run_1/placement_by_type.png
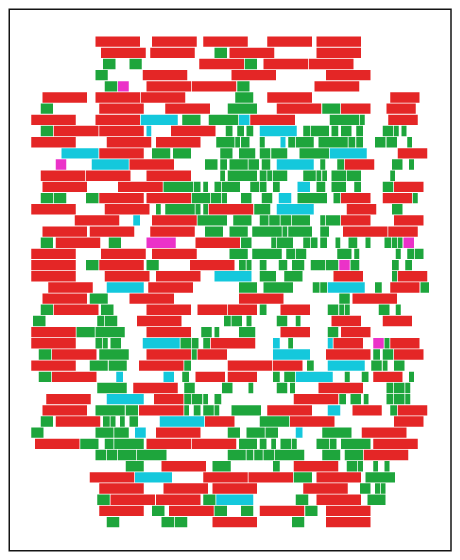
run_1/metal_density.png
Scale bar: 20 µm. The die is cut into 21 by 26 equal tiles; dark blue is low, red is high, scaled to the fullest tile. Values are wire area over tile area, all layers added.
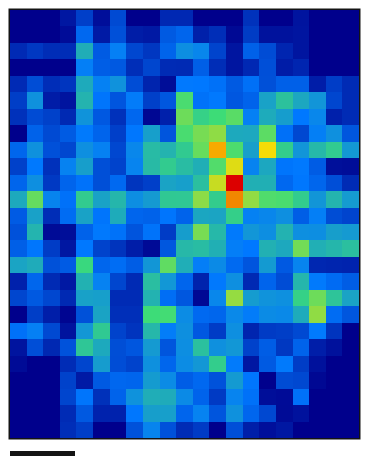
run_1/wires.png
Scale bar: 20 µm.
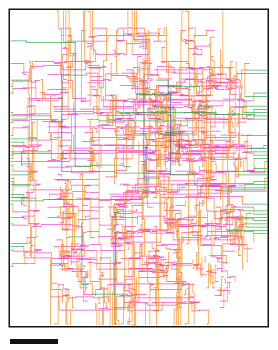
run_1/flops_by_reg.png
Scale bar: 20 µm. Other sequential cells in the stronger grey, the rest of the logic in the fainter grey.
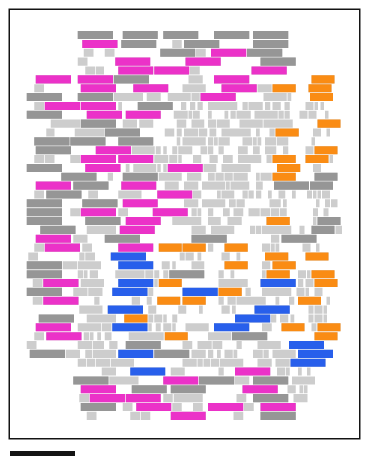
==> config.mk <==
export PLATFORM = sky130hd
export DESIGN_NAME = pipelined_cla_addsub
export DESIGN_NICKNAME = d
export VERILOG_FILES = /design/src/rtl/pipelined_cla_addsub.sv
export SDC_FILE = /design/constraint.sdc
export NUM_CORES = 1
export LEC_CHECK = 0
export CORE_ASPECT_RATIO = 1.25
export CORE_MARGIN = 5
export CORE_UTILIZATION = 57
export DETAILED_ROUTE_END_ITERATION = 16
export DONT_BUFFER_PORTS = 1
export GPL_ROUTABILITY_DRIVEN = 0
export GPL_TIMING_DRIVEN = 1
export PLACE_DENSITY_LB_ADDON = 0.12
export SYNTH_ARGS = -nofsm -noshare
export SYNTH_HDL_FRONTEND = slang
export SYNTH_SLANG_ARGS = --single-unit
==> constraint.sdc <==
create_clock -name clk -period 4.6 [get_ports clk]
set_input_delay 1.38 -clock clk [delete_from_list [all_inputs] [get_ports clk]]
set_output_delay 1.38 -clock clk [all_outputs]
set_load 0.01 [all_outputs]
==> src/rtl/pipelined_cla_addsub.sv <==
// ============================================================================
// Module   : pipelined_cla_addsub
// Brief    : Parametrised pipelined two-level CLA adder/subtractor with signed
//            saturation, sticky overflow and valid/ready handshake.
// Revision : 1.0 - initial release
// ============================================================================
`default_nettype none

module pipelined_cla_addsub #(
  parameter int WIDTH  = 32,
  parameter int BLOCK  = 4,
  parameter int STAGES = 2
) (
  input  logic             clk,
  input  logic             rst,
  input  logic             in_valid,
  output logic             in_ready,
  input  logic [WIDTH-1:0] A,
  input  logic [WIDTH-1:0] B,
  input  logic             Cin,
  input  logic             sub,
  input  logic             sat,
  output logic             out_valid,
  input  logic             out_ready,
  output logic [WIDTH-1:0] S,
  output logic             Cout,
  output logic             overFlow,
  output logic             ovf_sticky,
  input  logic             clr_sticky
);

  localparam int SEG  = WIDTH / STAGES;
  localparam int NGRP = SEG / BLOCK;
  localparam int LAST = STAGES - 1;

  logic             w_adv;
  logic             r_vld [STAGES];
  logic [WIDTH-1:0] r_a   [STAGES];
  logic [WIDTH-1:0] r_b   [STAGES];
  logic [WIDTH-1:0] r_s   [STAGES];
  logic             r_c   [STAGES];
  logic             r_sat [STAGES];

  logic [WIDTH-1:0] w_acc  [STAGES];
  logic             w_cout [STAGES];
  logic             w_cmsb;
  logic             w_ovf;
  logic [WIDTH-1:0] w_res;

  logic             r_out_valid;
  logic [WIDTH-1:0] r_S;
  logic             r_cout;
  logic             r_ovf;
  logic             r_sticky;

  assign w_adv      = !r_out_valid || out_ready;
  assign in_ready   = w_adv;
  assign out_valid  = r_out_valid;
  assign S          = r_S;
  assign Cout       = r_cout;
  assign overFlow   = r_ovf;
  assign ovf_sticky = r_sticky;

  // Segment k adds its slice of rank k and merges it into the partial sum.
  for (genvar k = 0; k < STAGES; k++) begin : g_seg
    localparam int OFF = k * SEG;
    logic [SEG-1:0]   w_p;
    logic [SEG-1:0]   w_g;
    logic [SEG-1:0]   w_c;
    logic [NGRP-1:0]  w_gg;
    logic [NGRP-1:0]  w_gp;
    logic [NGRP:0]    w_gc;
    logic [WIDTH-1:0] w_merged;
    logic             w_term;

    always_comb begin
      w_term = 1'b0;
      w_p    = r_a[k][OFF +: SEG] ^ r_b[k][OFF +: SEG];
      w_g    = r_a[k][OFF +: SEG] & r_b[k][OFF +: SEG];
      for (int j = 0; j < NGRP; j++) begin
        w_gg[j] = 1'b0;
        w_gp[j] = 1'b1;
        for (int i = 0; i < BLOCK; i++) begin
          w_gg[j] = w_g[j*BLOCK+i] | (w_p[j*BLOCK+i] & w_gg[j]);
          w_gp[j] = w_gp[j] & w_p[j*BLOCK+i];
        end
      end
      // Flattened group-level lookahead: each group carry is a sum of products.
      for (int j = 0; j <= NGRP; j++) begin
        w_gc[j] = r_c[k];
        for (int i = 0; i < j; i++) begin
          w_gc[j] = w_gc[j] & w_gp[i];
        end
        for (int i = 0; i < j; i++) begin
          w_term = w_gg[i];
          for (int m = i + 1; m < j; m++) begin
            w_term = w_term & w_gp[m];
          end
          w_gc[j] = w_gc[j] | w_term;
        end
      end
      for (int j = 0; j < NGRP; j++) begin
        w_c[j*BLOCK] = w_gc[j];
        for (int i = 1; i < BLOCK; i++) begin
          w_c[j*BLOCK+i] = w_g[j*BLOCK+i-1] | (w_p[j*BLOCK+i-1] & w_c[j*BLOCK+i-1]);
        end
      end
      w_merged              = r_s[k];
      w_merged[OFF +: SEG]  = w_p ^ w_c;
    end

    assign w_acc[k]  = w_merged;
    assign w_cout[k] = w_gc[NGRP];

    if (k == LAST) begin : g_msb
      assign w_cmsb = w_c[SEG-1];
    end
  end

  assign w_ovf = w_cmsb ^ w_cout[LAST];
  assign w_res = (r_sat[LAST] && w_ovf)
               ? (r_a[LAST][WIDTH-1] ? {1'b1, {(WIDTH-1){1'b0}}} : {1'b0, {(WIDTH-1){1'b1}}})
               : w_acc[LAST];

  always_ff @(posedge clk) begin
    if (rst) begin
      for (int k = 0; k < STAGES; k++) begin
        r_vld[k] <= 1'b0;
      end
      r_out_valid <= 1'b0;
      r_S         <= '0;
      r_cout      <= 1'b0;
      r_ovf       <= 1'b0;
    end else if (w_adv) begin
      r_vld[0] <= in_valid;
      r_a[0]   <= A;
      r_b[0]   <= sub ? ~B : B;
      r_c[0]   <= sub ? ~Cin : Cin;
      r_sat[0] <= sat;
      r_s[0]   <= '0;
      for (int k = 1; k < STAGES; k++) begin
        r_vld[k] <= r_vld[k-1];
        r_a[k]   <= r_a[k-1];
        r_b[k]   <= r_b[k-1];
        r_c[k]   <= w_cout[k-1];
        r_sat[k] <= r_sat[k-1];
        r_s[k]   <= w_acc[k-1];
      end
      r_out_valid <= r_vld[LAST];
      r_S         <= w_res;
      r_cout      <= w_cout[LAST];
      r_ovf       <= w_ovf;
    end
  end

  // A set in the same cycle as a clear wins.
  always_ff @(posedge clk) begin
    if (rst) begin
      r_sticky <= 1'b0;
    end else if (r_out_valid && out_ready && r_ovf) begin
      r_sticky <= 1'b1;
    end else if (clr_sticky) begin
      r_sticky <= 1'b0;
    end
  end

endmodule

`default_nettype wire

==> notes.org, run 1 <==
#+TITLE: Synthesis and PnR summary

** Floorplanning
- Per the OpenROAD floorplan log, the width of the die is ~110 µm.
- 109 I/O pins were placed.
- Core area :: 0.0116 mm²
- Area of the chip :: approximately 0.014 mm²
- Initial cell density of the core :: 0.579

** Worst setup path
- The setup path with the least slack is of type reg2reg.
- CP Max Fanout :: 13
- The worst setup path is captured at a flop.
- Timing startpoint of the critical path :: r_b[0][48]$_DFFE_PP_
- Worst reg-to-reg path cell count :: 13
- The report lists the cells along the critical path as ha_1, a211oi_1, o21ai_0, a21oi_1, o21bai_1, a21o_1, fa_1, fa_1, fa_1, nand3b_1, nor4_2, nor3_2, a211oi_1.
- Worst Path Arrival :: 4.64 ns
- For the worst setup path, the data required time is 4.84 ns.
- Library cell contributing the largest single delay on the critical path :: sky130_fd_sc_hd__nor3_2
- For the worst reg-to-reg path, the endpoint reported by OpenROAD is S[11]$_SDFFE_PP0P_.
- Most Frequent Cell on Critical Path :: sky130_fd_sc_hd__fa_1
- Setup slack on the worst flop-to-flop path :: 0.20 ns

** Job
- OpenROAD warning count :: 26
- Number of max-cap violations :: 0

** Finish
- Layout overhead on the synthesized area :: 10.7%
- The finished design was reported to have a net count of between 500 and 600.
- Most frequent logic cells in the routed design :: 118 x sky130_fd_sc_hd__edfxtp_1, 38 x sky130_fd_sc_hd__nor2_1, 37 x sky130_fd_sc_hd__xor2_1
- Most frequent standard cell in the layout excluding fill and tap cells :: sky130_fd_sc_hd__edfxtp_1
- The layout summary lists the proportion of cells stronger than drive strength 1 as 0.0977.
- Count of antenna diodes in the layout :: 0

** STA
- The most critical hold endpoint after final layout shows a slack of around 0.42 ns.
- Min Clock Period, post-route :: around 4.4 ns
- Post-route period utilization is reported as 0.956.
- In the final run the clock tree shows a worst skew of roughly 0.0060 ns.
- Relative slew slack :: 0.350
- Post-route worst setup slack :: 0.204 ns
- The pin closest to its max-slew limit shows a slew of 0.969 ns.
- Number of endpoints failing setup at the final stage :: 0

** Route
- DR iter-0 viols :: around 220
- Number of detailed-route iterations in the first pass :: 4
- Per the detail_route report, DRC violations left total 0.

** Placement
- Port buffering added 0 buffers.
- Half-perimeter wire length after placement :: ~8400 µm
- Placement-stage cell area :: just under 0.007 mm²

** Global routing
- Recorded from the global router log, the overflow total was 0.
- The first global-routing pass estimated 18900 µm of wire.
- The initial antenna violation count was 0.

** Synthesis
- Per the synth stats, the proportion of register bits with asynchronous set or reset is 0.
- Of the synthesized area, sequential elements account for 0.634.
- Cell variety after synth :: around 48
- Yosys mapped a number of flops with a built-in enable equal to between 100 and 150.
- The share of synthesized area in the top cell type comes to 0.527.
- Warnings reported by Yosys during synthesis add up to 0.
- Synthesis-stage register bit count :: roughly 150
- Leading area contributor after synthesis :: sky130_fd_sc_hd__edfxtp_1
- Counting instances in the post-synthesis netlist gives the leading cell types as 118 x sky130_fd_sc_hd__edfxtp_1, 38 x sky130_fd_sc_hd__nor2_1, 37 x sky130_fd_sc_hd__xor2_1, 36 x sky130_fd_sc_hd__dfxtp_1, 33 x sky130_fd_sc_hd__nand3_1.
- Counting every net in the synthesized netlist gives about 600.
- In the post-synthesis netlist, the biggest area contributors are sky130_fd_sc_hd__edfxtp_1 53%, sky130_fd_sc_hd__dfxtp_1 11%, sky130_fd_sc_hd__fa_1 7.1%.
- The cell count after synthesis came out at approximately 460.

** CTS
- After clock tree synthesis, the setup repair step added 0 buffers.
- On the worst setup and hold paths after CTS, the clock-pin slew comes to 0.06 ns.
- Cell at the root of the clock tree :: sky130_fd_sc_hd__clkbuf_16
- H-tree depth :: 4
- Clock tree from TritonCTS :: yes
- Buffers inserted during clock tree synthesis total 17.
- As reported, the later end of the worst-skew pair has a clock insertion delay of 0.41 ns.

** Power
- Dividing total power by cell area gives a power density of 454 mW/mm².
- The highest supply drop recorded on VDD is 0.417 mV.

** Status
- The run finished with clean final reports.
Notes on placement_by_type.png above:
- cyan: clock drivers and dummy loads (cells 31; share of their area 7.4%)
- magenta: remaining buffers and delay cells (cells 6; share of their area 0.79%)
- red: sequential cells (cells 154; share of their area 59%)
- green: combinational and other logic (cells 290; share of their area 33%)
standard-cell rows: 44
Seq/total area: 0.573

Notes on metal_density.png above:
- nearly empty tiles: 13%
- fullest tile: 0.63
- densest ninth of the die: centre
- tiles over half the peak: 5.5%
GRT Resource Usage Total: 0.174
detailed-route wire length per cell: 18.1 µm
via count: 3618
Total Routed Length: 11600 µm

Notes on wires.png above:
- green: metal 3 (wire length 923 µm)
- orange: metal 2 (wire length 5540 µm)
- magenta: metal 1 (wire length 4880 µm)
- blue: metal 4 (wire length 276 µm)

Notes on flops_by_reg.png above:
- magenta: r_b (placed flops 48)
- orange: S (placed flops 32)
- blue: r_s (placed flops 16)
- not coloured: 58
utilization of the core after routing: 0.641
Storage cell area: 0.00426 mm²
Flop+latch power: 1.77 mW

[run 1: final cells by class]
| type | instances | area (µm²) |
|---|---|---|
| clock buffer | 19 | 433 |
| clock inverter | 12 | 103 |
| fill | 889 | 4170 |
| inverter | 15 | 58.8 |
| multi-input combinational | 275 | 2330 |
| sequential | 154 | 4260 |
| tap | 161 | 201 |
| timing repair buffer | 6 | 57.6 |
[run 1: flip-flops by register name (all words and copies together), names as in the netlist]
| signal | cells |
|---|---|
| ovf_sticky | 1 |
| r_c | 2 |
| overFlow | 1 |
| r_s | 16 |
| Cout | 1 |
| r_b | 48 |
| out_valid | 1 |
| S | 32 |
| r_vld | 2 |
| r_sat | 2 |
| r_a | 48 |
[run 1: cell families after synthesis]
kind of cell / share of synthesized area
buf+inv: 0.0234
simple gates: 0.0805
compound gates: 0.0779
xor+xnor: 0.0534
fa+ha+maj: 0.131
flops: 0.634
[run 1: worst min-delay path by stage]
stage | to | cells after the start | slack [ns]
4_1_cts | r_a[0][55]$_DFFE_PP_ | 0 | 0.42
3_5_place_dp | r_a[0][55]$_DFFE_PP_ | 0 | 0.40
3_3_place_gp | r_b[0][60]$_DFFE_PP_ | 0 | 0.40
6_report | r_a[0][52]$_DFFE_PP_ | 0 | 0.42
5_1_grt | r_b[0][56]$_DFFE_PP_ | 0 | 0.43
2_1_floorplan | r_a[0][48]$_DFFE_PP_ | 0 | 0.40
[run 1: routing by layer]
metal / global-route usage / routed length [µm] / up-vias
li1: - / - / 1725
met1: 0.232 / 4880 / 1752
met2: 0.257 / 5540 / 120
met3: 0.0618 / 922 / 21
met4: 0.0768 / 276 / 0
met5: 0 / 0 / -
[run 1: critical path: cells and delay by family (launching register included)]
kind	cells	cell delay, ns
flops	1	0.40
compound gates	6	1.18
fa+ha+maj	4	1.62
simple gates	3	1.03
[run 1: report_power, final]
group,internal [mW],leakage [nW],switching (mW)
sequential,1.67,1.45,0.107
clock,0.736,0.256,0.518
combinational,0.158,1.16,0.198
[run 1: what timing repair did]
action | CTS | global route
endpoints found under the setup margin | 0 | 12
hold buffers | 0 | 0
resized | 0 | 1
[run 1: metrics by stage]
step / utilization / std cells / TNS (ns)
after global placement: 0.593 / 610 / 0
after floorplan: - / 462 / 0
after CTS: 0.640 / 641 / 0
after detailed placement: 0.593 / 610 / 0
after global routing: 0.641 / 642 / -0.0113
final: 0.641 / 642 / 0
run_1/congestion.png
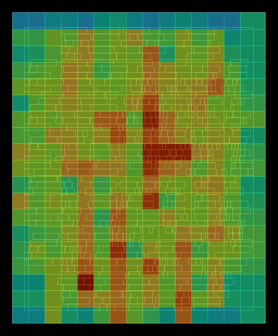

==> run 1 -> run 2 <==
--- a/config.mk
+++ b/config.mk
@@ -7,7 +7,7 @@
 export LEC_CHECK = 0
 export CORE_ASPECT_RATIO = 1.25
 export CORE_MARGIN = 5
-export CORE_UTILIZATION = 57
+export CORE_UTILIZATION = 63
 export DETAILED_ROUTE_END_ITERATION = 16
 export DONT_BUFFER_PORTS = 1
 export GPL_ROUTABILITY_DRIVEN = 0
==> constraint.sdc (replaced) <==
create_clock -name clk -period 4.3 [get_ports clk]
set_input_delay 1.29 -clock clk [delete_from_list [all_inputs] [get_ports clk]]
set_output_delay 1.29 -clock clk [all_outputs]
set_load 0.01 [all_outputs]
run_2/congestion.png
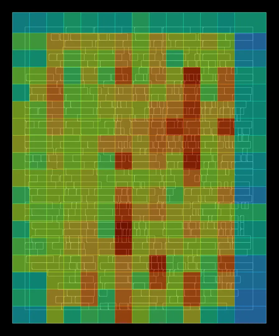
grt met3 use: 0.0663
detailed-route wire length per cell: 19.3 µm
grt met1 use: 0.238

run_2/placement_by_type.png
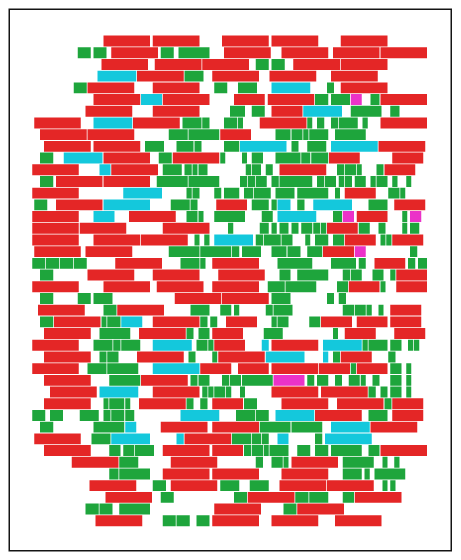
- magenta: remaining buffers and delay cells (cells 5; share of their area 0.68%)
- green: combinational and other logic (cells 290; share of their area 33%)
- cyan: clock drivers and dummy loads (cells 32; share of their area 8.9%)
- red: sequential cells (cells 154; share of their area 58%)
final cell area excluding filler cells: 0.00756 mm²
standard-cell rows: 42

run_2/wires.png
Scale bar: 20 µm.
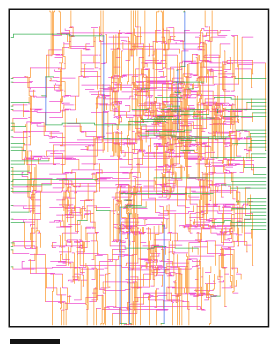
- orange: metal 2 (wire length 6030 µm)
- blue: metal 4 (wire length 235 µm)
- magenta: metal 1 (wire length 4620 µm)
- green: metal 3 (wire length 925 µm)
Total Routed Length: 11800 µm
via count: 3662

==> notes.org, run 2 <==
#+TITLE: Synthesis and PnR summary

** Global routing
- Antenna violations before repair :: 0 (unchanged)
- First-pass GRT wire length :: 18400 µm (-2.3%)
- Pin count of the biggest net entering global routing :: about 60
- The via count of the first global-routing pass was 3769.
- Remaining global-route overflow :: 0 (unchanged)
- GRT Resource Usage Total :: 0.189 (+0.0149)

** Route
- Per the post-route antenna check, the number of violating nets is 0.
- Routed vias/inst :: roughly 6
- The count of unresolved DRC violations after routing came to 0 (unchanged).
- Number of detailed-route iterations in the first pass :: 5 (+1)
- The number of violations reported at the end of detailed-routing iteration 0 was 254 (+15%).

** Synthesis
- According to the Yosys statistics, the synthesized design has a chip area of 0.00673 mm².
- Syn Nets :: 590 (unchanged)
- Number of instances in the synthesized netlist :: 462 (unchanged)
- Library cell with the highest instance count after synthesis :: sky130_fd_sc_hd__edfxtp_1
- Total standard cell area after synthesis :: roughly 0.0067 mm²
- Synthesis warning total :: 0 (unchanged)
- The fraction of registers with async set/reset came to 0 (unchanged).
- Synthesis-stage register bit count :: 154 (unchanged)
- Proportion of synthesized chip area in sequential cells :: 0.634 (unchanged)
- Number of cells in the yosys synthesis report :: approximately 460
- Primary flip-flop cell chosen by synthesis mapping :: sky130_fd_sc_hd__edfxtp_1
- The fraction of synthesized cell area taken by the top area cell type came to 0.527 (unchanged).
- The cell type that accounts for the most area after synthesis is sky130_fd_sc_hd__edfxtp_1.
- Cell variety after synth :: 48 (unchanged)
- Synth top cells by count :: 118 x sky130_fd_sc_hd__edfxtp_1, 38 x sky130_fd_sc_hd__nor2_1, 37 x sky130_fd_sc_hd__xor2_1, 36 x sky130_fd_sc_hd__dfxtp_1, 33 x sky130_fd_sc_hd__nand3_1
- The count of library flops with an enable pin came to 118 (unchanged).
- Per the post-synthesis stats, the area per cell is between 10 and 15 µm².
- Top cells by area, synth :: sky130_fd_sc_hd__edfxtp_1 53%, sky130_fd_sc_hd__dfxtp_1 11%, sky130_fd_sc_hd__fa_1 7.1%

** STA
- Worst hold slack :: 0.416 ns (-0.00181 ns)
- Accumulated negative setup slack :: 0 ns (unchanged)
- Number of endpoints with negative hold slack in the final report :: 0
- The shortest clock period the worst path allows after layout came to 4.08 ns (-0.314 ns).
- The final max-slew violation count recorded for this run is 0.
- Number of endpoints failing setup at the final stage :: 0 (unchanged)
- Setup clock skew after layout :: 0.0120 ns (+0.00606 ns)
- Share of the clock period used by the worst path :: 0.949 (-0.00634)
- The transition time at the pin with the least slew margin was 0.741 ns (-0.228 ns).
- Timing-limited maximum frequency :: between 200 and 250 MHz
- Relative slew slack :: 0.506 (+0.156)

** Power
- Power per standard cell area :: 517 mW/mm² (+14%)
- The largest vdd supply drop was 0.320 mV (-23%).
- Leakage power figure :: a little under 3 nW

** Worst hold path
- Hold path startpoint :: r_a[0][23]$_DFFE_PP_
- Kind of path behind the tightest hold check :: reg2reg
- The number of cells on the worst hold path came to 0 (unchanged).
- Hold worst-path end :: r_a[0][55]$_DFFE_PP_

** Placement
- Count of input and output buffers :: 0 (unchanged)
- Placement-stage cell area :: 0.00685 mm² (-0.62%)
- The estimated wirelength of the detail-placed design is 8100 µm (-3.0%).
- Count of placed standard cells including taps :: 580 (-4.9%)

** CTS
- Number of hold-repair buffers added at the cts stage :: 0 (unchanged)
- H-tree depth :: 4 (unchanged)
- Number of cells upsized or downsized after cts :: 0 (unchanged)
- TritonCTS built the clock tree.
- Number of buffers added by the clock tree synthesis step :: 17 (unchanged)
- The clock network latency to the later pin of the worst-skew pair was 0.41 ns (about the same).
- The clock passes through at most 2 buffers.
- Cell at the root of the clock tree :: sky130_fd_sc_hd__clkbuf_16
- Worst-path clk slew :: 0.06 ns (about the same)
- The post-CTS setup buffer count came to 0 (unchanged).
- TritonCTS sink count :: ~150

** Floorplanning
- Initial cell density of the core :: 0.640 (+0.0610)
- The area enclosed by the die boundary was 0.0129 mm² (-8.7%).
- IO Pins :: 109 (unchanged)
- Per the OpenROAD floorplan log, the height of the die is about 130 µm.
- Core area :: 0.0105 mm² (-9.5%)
- Die x size :: 102 µm (-4.4%)

** Worst setup path
- Setup slack on the worst flop-to-flop path :: 0.22 ns (about the same)
- The maximum net fanout on the critical path came to 14 (+1).
- The arrival time of data at the critical path endpoint was 4.39 ns (-0.25 ns).
- Reg-to-Reg End :: S[22]$_SDFFE_PP0P_
- Kind of launch point of the worst setup path :: flop
- Type of the worst setup path :: reg2reg
- Timing startpoint of the critical path :: r_a[0][48]$_DFFE_PP_
- Data required, critical path :: 4.61 ns (-0.23 ns)
- Reg2Reg Launch Point :: r_a[0][48]$_DFFE_PP_
- Worst reg-to-reg path cell count :: 13 (unchanged)
- STA classifies the critical path endpoint as a flop.

** Job
- OpenROAD warning count :: 26 (unchanged)
- The reported max-cap violation count is 0 (unchanged).

** Finish
- Most frequent standard cell in the layout excluding fill and tap cells :: sky130_fd_sc_hd__edfxtp_1
- The number of antenna cells inserted came to 0 (unchanged).
- The fraction of layout instances using a drive strength above 1 was 0.110 (+0.0125).
- The most common logic cells in the final layout are 118 x sky130_fd_sc_hd__edfxtp_1, 38 x sky130_fd_sc_hd__nor2_1, 37 x sky130_fd_sc_hd__xor2_1.
- Number of nets at the end of the flow :: 596 (-0.17%)
- The final cell utilization of the core came to 0.720 (+0.0785).
- From synthesis to final layout, the design area changed by 12.4%.
- The fill cell total of the finished layout was 674 (-24%).
- The final instance count without filler cells is 613 (-4.5%).

** Status
- Run status :: completed
-- run 2: worst max path at each step --
stage,endpoint,slack [ns]
floorplan,r_vld[0]$_SDFFCE_PN0P_,0.07
global placement,S[14]$_SDFFE_PP0P_,0.15
detailed placement,S[10]$_SDFFE_PP0P_,0.04
CTS,S[10]$_SDFFE_PP0P_,0.001
global route,S[1]$_SDFFE_PP0P_,-0.001
finish,S[22]$_SDFFE_PP0P_,0.22
-- run 2: per-layer routing --
layer | up-vias | global-route usage | part of all wire
met1 | 1777 | 0.238 | 0.39
met5 | - | 0 | 0
met4 | 0 | 0.0710 | 0.020
met3 | 15 | 0.0663 | 0.078
met2 | 144 | 0.299 | 0.51
li1 | 1726 | - | -
-- run 2: kinds of logic (layout without fill, tap and decap cells) --
logic type | after synthesis | after routing | share of synthesized area
AND-OR/OR-AND | 72 | 72 | 0.0779
buffers and inverters | 34 | 52 | 0.0234
adder cells (fa/ha/maj) | 56 | 56 | 0.131
XOR/XNOR | 41 | 41 | 0.0534
AND/OR/NAND/NOR | 105 | 106 | 0.0805
flip-flops | 154 | 154 | 0.634
-- run 2: worst max-delay path, cell delays in order, from the launching register on --
cell and delay [ns]:
sky130_fd_sc_hd__edfxtp_1 0.42, sky130_fd_sc_hd__ha_1 0.30, sky130_fd_sc_hd__a211oi_1 0.29, sky130_fd_sc_hd__o21ai_1 0.16
sky130_fd_sc_hd__a21oi_1 0.17, sky130_fd_sc_hd__o21bai_1 0.12, sky130_fd_sc_hd__a21o_1 0.19, sky130_fd_sc_hd__fa_1 0.37
sky130_fd_sc_hd__fa_1 0.40, sky130_fd_sc_hd__fa_2 0.41, sky130_fd_sc_hd__or3_1 0.43, sky130_fd_sc_hd__a31oi_4 0.28
sky130_fd_sc_hd__nor3_4 0.16, sky130_fd_sc_hd__a211oi_1 0.28
-- run 2: report_power, final --
group / leakage (nW) / switching, mW / internal [mW]
clock network: 0.315 / 0.549 / 1.07
registers: 1.45 / 0.114 / 1.78
logic: 1.15 / 0.217 / 0.170
-- run 2: metrics by stage --
step                setup slack (ns)  total power, mW
floorplan                     0.0721             2.20
global placement               0.150             2.29
detailed placement            0.0361             2.30
CTS                         0.000978             3.93
global route                -0.00130             4.08
finish                         0.218             3.91
-- run 2: final cells by class --
| type | instances | area [µm²] | area share |
|---|---|---|---|
| sequential | 154 | 4260 | 0.564 |
| multi-input combinational | 275 | 2360 | 0.312 |
| clock buffer | 21 | 470 | 0.0622 |
| clock inverter | 11 | 191 | 0.0253 |
| tap | 132 | 165 | 0.0218 |
| inverter | 15 | 60.1 | 0.00794 |
| timing repair buffer | 5 | 50.0 | 0.00662 |
==> run 2 -> run 3 <==
--- a/config.mk
+++ b/config.mk
@@ -8,6 +8,7 @@
 export CORE_ASPECT_RATIO = 1.25
 export CORE_MARGIN = 5
 export CORE_UTILIZATION = 63
+export CTS_CLUSTER_SIZE = 28
 export DETAILED_ROUTE_END_ITERATION = 16
 export DONT_BUFFER_PORTS = 1
 export GPL_ROUTABILITY_DRIVEN = 0
run_3/placement_by_type.png
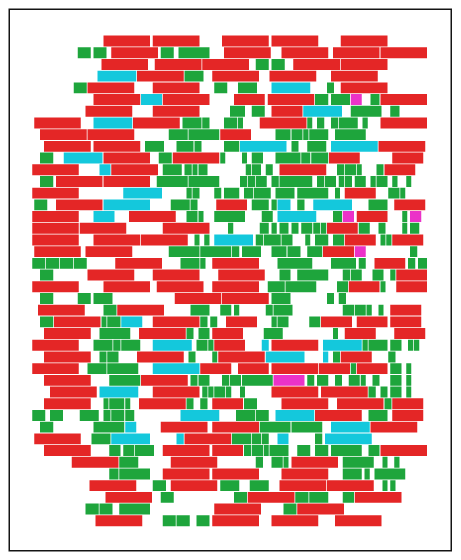
- magenta: remaining buffers and delay cells (cells 5; share of their area 0.68%)
- red: sequential cells (cells 154; share of their area 58%)
- green: combinational and other logic (cells 290; share of their area 33%)
- cyan: clock drivers and dummy loads (cells 32; share of their area 8.9%)
core area: 0.0105 mm²
Seq/total area: 0.564
utilization of the core after routing: 0.720

run_3/flops_by_reg.png
Scale bar: 20 µm. Other sequential cells in the stronger grey, the rest of the logic in the fainter grey.
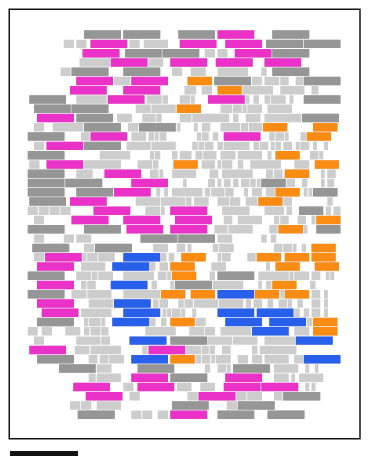
- orange: S (placed flops 32)
- blue: r_s (placed flops 16)
- magenta: r_b (placed flops 48)
- not coloured: 58
Flop+latch power: 1.90 mW

run_3/congestion.png
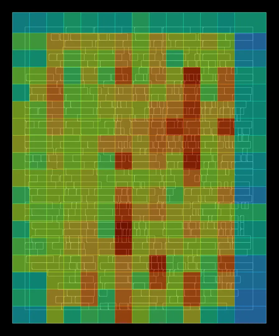
GRT Resource Usage Total: 0.189
peak-usage layer in the global routing report: met2

==> notes.org, run 3 <==
#+TITLE: Synthesis and PnR summary

** Synthesis
- The synthesized area divided by synthesized cell count was 14.6 µm² (unchanged).
- Cell variety after synth :: 48 (unchanged)
- Synth top cells by count :: 118 x sky130_fd_sc_hd__edfxtp_1, 38 x sky130_fd_sc_hd__nor2_1, 37 x sky130_fd_sc_hd__xor2_1, 36 x sky130_fd_sc_hd__dfxtp_1, 33 x sky130_fd_sc_hd__nand3_1
- Syn Nets :: 590 (unchanged)
- The count of library flops with an enable pin is 118 (unchanged).
- Number of cells in the yosys synthesis report :: 462 (unchanged)
- The synthesized instance count came to 462 (unchanged).
- Per the synthesis report, the dominant area consumer among library cells is sky130_fd_sc_hd__edfxtp_1.
- Share of Yosys cell area claimed by the top area cell type :: 0.527 (unchanged)
- Ranked by total cell area, the synthesized netlist is headed by sky130_fd_sc_hd__edfxtp_1 53%, sky130_fd_sc_hd__dfxtp_1 11%, sky130_fd_sc_hd__fa_1 7.1%.
- Primary flip-flop cell chosen by synthesis mapping :: sky130_fd_sc_hd__edfxtp_1
- The yosys synthesis warning count is 0 (unchanged).
- Library cell with the highest instance count after synthesis :: sky130_fd_sc_hd__edfxtp_1
- Total standard cell area after synthesis :: 0.00673 mm² (unchanged)
- Ys async rst share :: 0 (unchanged)
- Synthesis-stage register bit count :: 154 (unchanged)
- The chip area from the yosys synthesis statistics is 0.00673 mm² (unchanged).

** Route
- The wire length reported by the detailed router is 11800 µm (unchanged).
- Number of detailed-route iterations in the first pass :: 5 (unchanged)
- The count of unresolved DRC violations after routing was 0 (unchanged).
- Detailed-route wire length per cell :: 19.3 µm (unchanged)
- The number of antenna-violating nets in the routed design was 0 (unchanged).
- Routed vias/inst :: 5.97 (unchanged)
- Via count :: 3662 (unchanged)

** STA
- The fmax is 245 MHz (unchanged).
- The transition time at the pin with the least slew margin is 0.741 ns (unchanged).
- The count of final hold-check violations was 0 (unchanged).
- The final clock period utilization by the worst path is 0.949 (unchanged).
- The final count of pins violating max slew came to 0 (unchanged).
- Accumulated negative setup slack :: 0 ns (unchanged)
- Relative slew slack :: 0.506 (unchanged)
- The setup-violating endpoint count in the final report came to 0 (unchanged).
- Min Clock Period, post-route :: 4.08 ns (unchanged)

** Worst setup path
- Crit path capture type :: flop
- Type of the worst setup path :: reg2reg
- Ordered cell list for the critical path :: ha_1, a211oi_1, o21ai_1, a21oi_1, o21bai_1, a21o_1, fa_1, fa_1, fa_2, or3_1, a31oi_4, nor3_4, a211oi_1
- The arrival time of data at the critical path endpoint was 4.39 ns (about the same).
- Crit-path max cell delay :: 0.43 ns (about the same)
- The required time at the endpoint of the critical path was 4.61 ns (about the same).
- Kind of launch point of the worst setup path :: flop
- According to the timing report, the critical path is launched from r_a[0][48]$_DFFE_PP_.
- The maximum net fanout on the critical path is 14 (unchanged).
- Setup slack on the worst flop-to-flop path :: 0.22 ns (about the same)
- The slowest stage of the critical path is the sky130_fd_sc_hd__or3_1 cell.
- Reg2Reg Launch Point :: r_a[0][48]$_DFFE_PP_
- Destination of the critical timing path :: S[22]$_SDFFE_PP0P_
- Worst reg-to-reg path cell count :: 13 (unchanged)

** CTS
- Worst-path clk slew :: 0.06 ns (about the same)
- Number of buffers added by the clock tree synthesis step :: 17 (unchanged)
- The post-CTS setup buffer count came to 0 (unchanged).
- Clock tree from TritonCTS :: yes
- The tree is rooted in a sky130_fd_sc_hd__clkbuf_16.
- The maximum buffer depth of the clock tree is 2 (unchanged).
- The number of buffers inserted by hold repair at cts came to 0 (unchanged).
- The clock network latency to the later pin of the worst-skew pair came to 0.41 ns (about the same).
- TritonCTS sink count :: 154 (unchanged)

** Floorplanning
- IO Pins :: 109 (unchanged)
- Standard-cell rows :: 42 (unchanged)
- Initial cell density of the core :: 0.640 (unchanged)
- The area enclosed by the die boundary was 0.0129 mm² (unchanged).
- The vertical die size was 126 µm (unchanged).
- The die width is 102 µm (unchanged).

** Finish
- The library cell used most frequently in the layout, excluding fill and tap cells, is sky130_fd_sc_hd__edfxtp_1.
- The fraction of layout instances using a drive strength above 1 is 0.110 (unchanged).
- Combinational gate area :: 0.00236 mm² (unchanged)
- The fill cell total of the finished layout was 674 (unchanged).
- The number of antenna cells inserted came to 0 (unchanged).
- The count of nets after finishing was 596 (unchanged).
- Most frequent logic cells in the routed design :: 118 x sky130_fd_sc_hd__edfxtp_1, 38 x sky130_fd_sc_hd__nor2_1, 37 x sky130_fd_sc_hd__xor2_1
- Non-filler instance count after layout :: 613 (unchanged)
- Layout overhead on the synthesized area :: 12.4% (unchanged)
- The flip-flop and latch area came to 0.00426 mm² (unchanged).

** Power
- Worst IR Drop VDD :: 0.320 mV (unchanged)
- Leakage power figure :: 2.92 nW (unchanged)
- Power per standard cell area :: 517 mW/mm² (unchanged)

** Global routing
- First-pass GRT wire length :: 18400 µm (unchanged)
- The met3 usage is 0.0663 (unchanged).
- Grt met1 use :: 0.238 (unchanged)
- Remaining global-route overflow :: 0 (unchanged)
- Antenna violations before repair :: 0 (unchanged)
- The via count of the first global-routing pass came to 3769 (unchanged).
- Pin count of the biggest net entering global routing :: 60 (unchanged)

** Status
- The run finished with clean final reports.

** Worst hold path
- Kind of path behind the tightest hold check :: reg2reg

** Job
- The reported max-cap violation count is 0 (unchanged).
- The number of OpenROAD warnings came to 26 (unchanged).

** Placement
- The count of placed standard cells including taps is 580 (unchanged).
- The estimated wirelength of the detail-placed design was 8100 µm (unchanged).
- The count of input and output buffers was 0 (unchanged).
-- run 3: cell counts after synthesis --
No cell type changed its count.
-- run 3: worst min path at each step --
stage / cells past startpoint / slack [ns] / endpoint / startpoint
2_1_floorplan: 0 / 0.40 / r_a[0][48]$_DFFE_PP_ / r_a[0][16]$_DFFE_PP_
3_3_place_gp: 0 / 0.40 / r_b[0][57]$_DFFE_PP_ / r_b[0][25]$_DFFE_PP_
3_5_place_dp: 0 / 0.40 / r_a[0][55]$_DFFE_PP_ / r_a[0][23]$_DFFE_PP_
4_1_cts: 0 / 0.42 / r_a[0][55]$_DFFE_PP_ / r_a[0][23]$_DFFE_PP_
5_1_grt: 0 / 0.43 / r_a[0][62]$_DFFE_PP_ / r_a[0][30]$_DFFE_PP_
6_report: 0 / 0.42 / r_a[0][55]$_DFFE_PP_ / r_a[0][23]$_DFFE_PP_
-- run 3: through the flow --
| step | total power [mW] | hold WS (ns) | worst slack (ns) | instance area [µm²] |
|---|---|---|---|---|
| after global routing | 4.08 | 0.425 | -0.00130 | 7560 |
| after floorplan | 2.20 | 0.400 | 0.0721 | 6730 |
| final | 3.91 | 0.416 | 0.218 | 7560 |
| after CTS | 3.93 | 0.417 | 0.000978 | 7510 |
| after global placement | 2.29 | 0.402 | 0.150 | 6850 |
| after detailed placement | 2.30 | 0.405 | 0.0361 | 6850 |
-- run 3: area by class of cell --
type                            instances  area share
Clock inverter                         11      0.0253
Tap cell                              132      0.0218
Clock buffer                           21      0.0622
Multi-Input combinational cell        275       0.312
Sequential cell                       154       0.564
Inverter                               15     0.00794
Timing Repair Buffer                    5     0.00662
-- run 3: where the power goes --
group / switching (mW) / leakage [nW] / internal (mW)
clock network: 0.549 / 0.315 / 1.07
registers: 0.114 / 1.45 / 1.78
logic: 0.217 / 1.15 / 0.170
total: 0.881 / 2.92 / 3.03
-- run 3: kinds of logic after synthesis --
logic type / synth area share
buf+inv: 0.0234
simple gates: 0.0805
flops: 0.634
xor+xnor: 0.0534
compound gates: 0.0779
fa+ha+maj: 0.131
-- run 3: routing by layer --
metal	up-vias	part of all wire
met4	0	0.020
li1	1726	-
met2	144	0.51
met1	1777	0.39
met3	15	0.078
met5	-	0
-- run 3: repair_timing --
item	4_1_cts	5_1_grt
resized	0	8
endpoints found under the hold margin	0	0
setup endpoints to repair	0	28
-- run 3: critical path: cells and delay by family, from the launching register on --
kind / cells / cell delay [ns]
AND-OR/OR-AND: 7 / 1.49
adder cells (fa/ha/maj): 4 / 1.48
AND/OR/NAND/NOR: 2 / 0.59
flip-flops: 1 / 0.42
Power figures rest on the tool's default switching activity, not on a simulated workload.
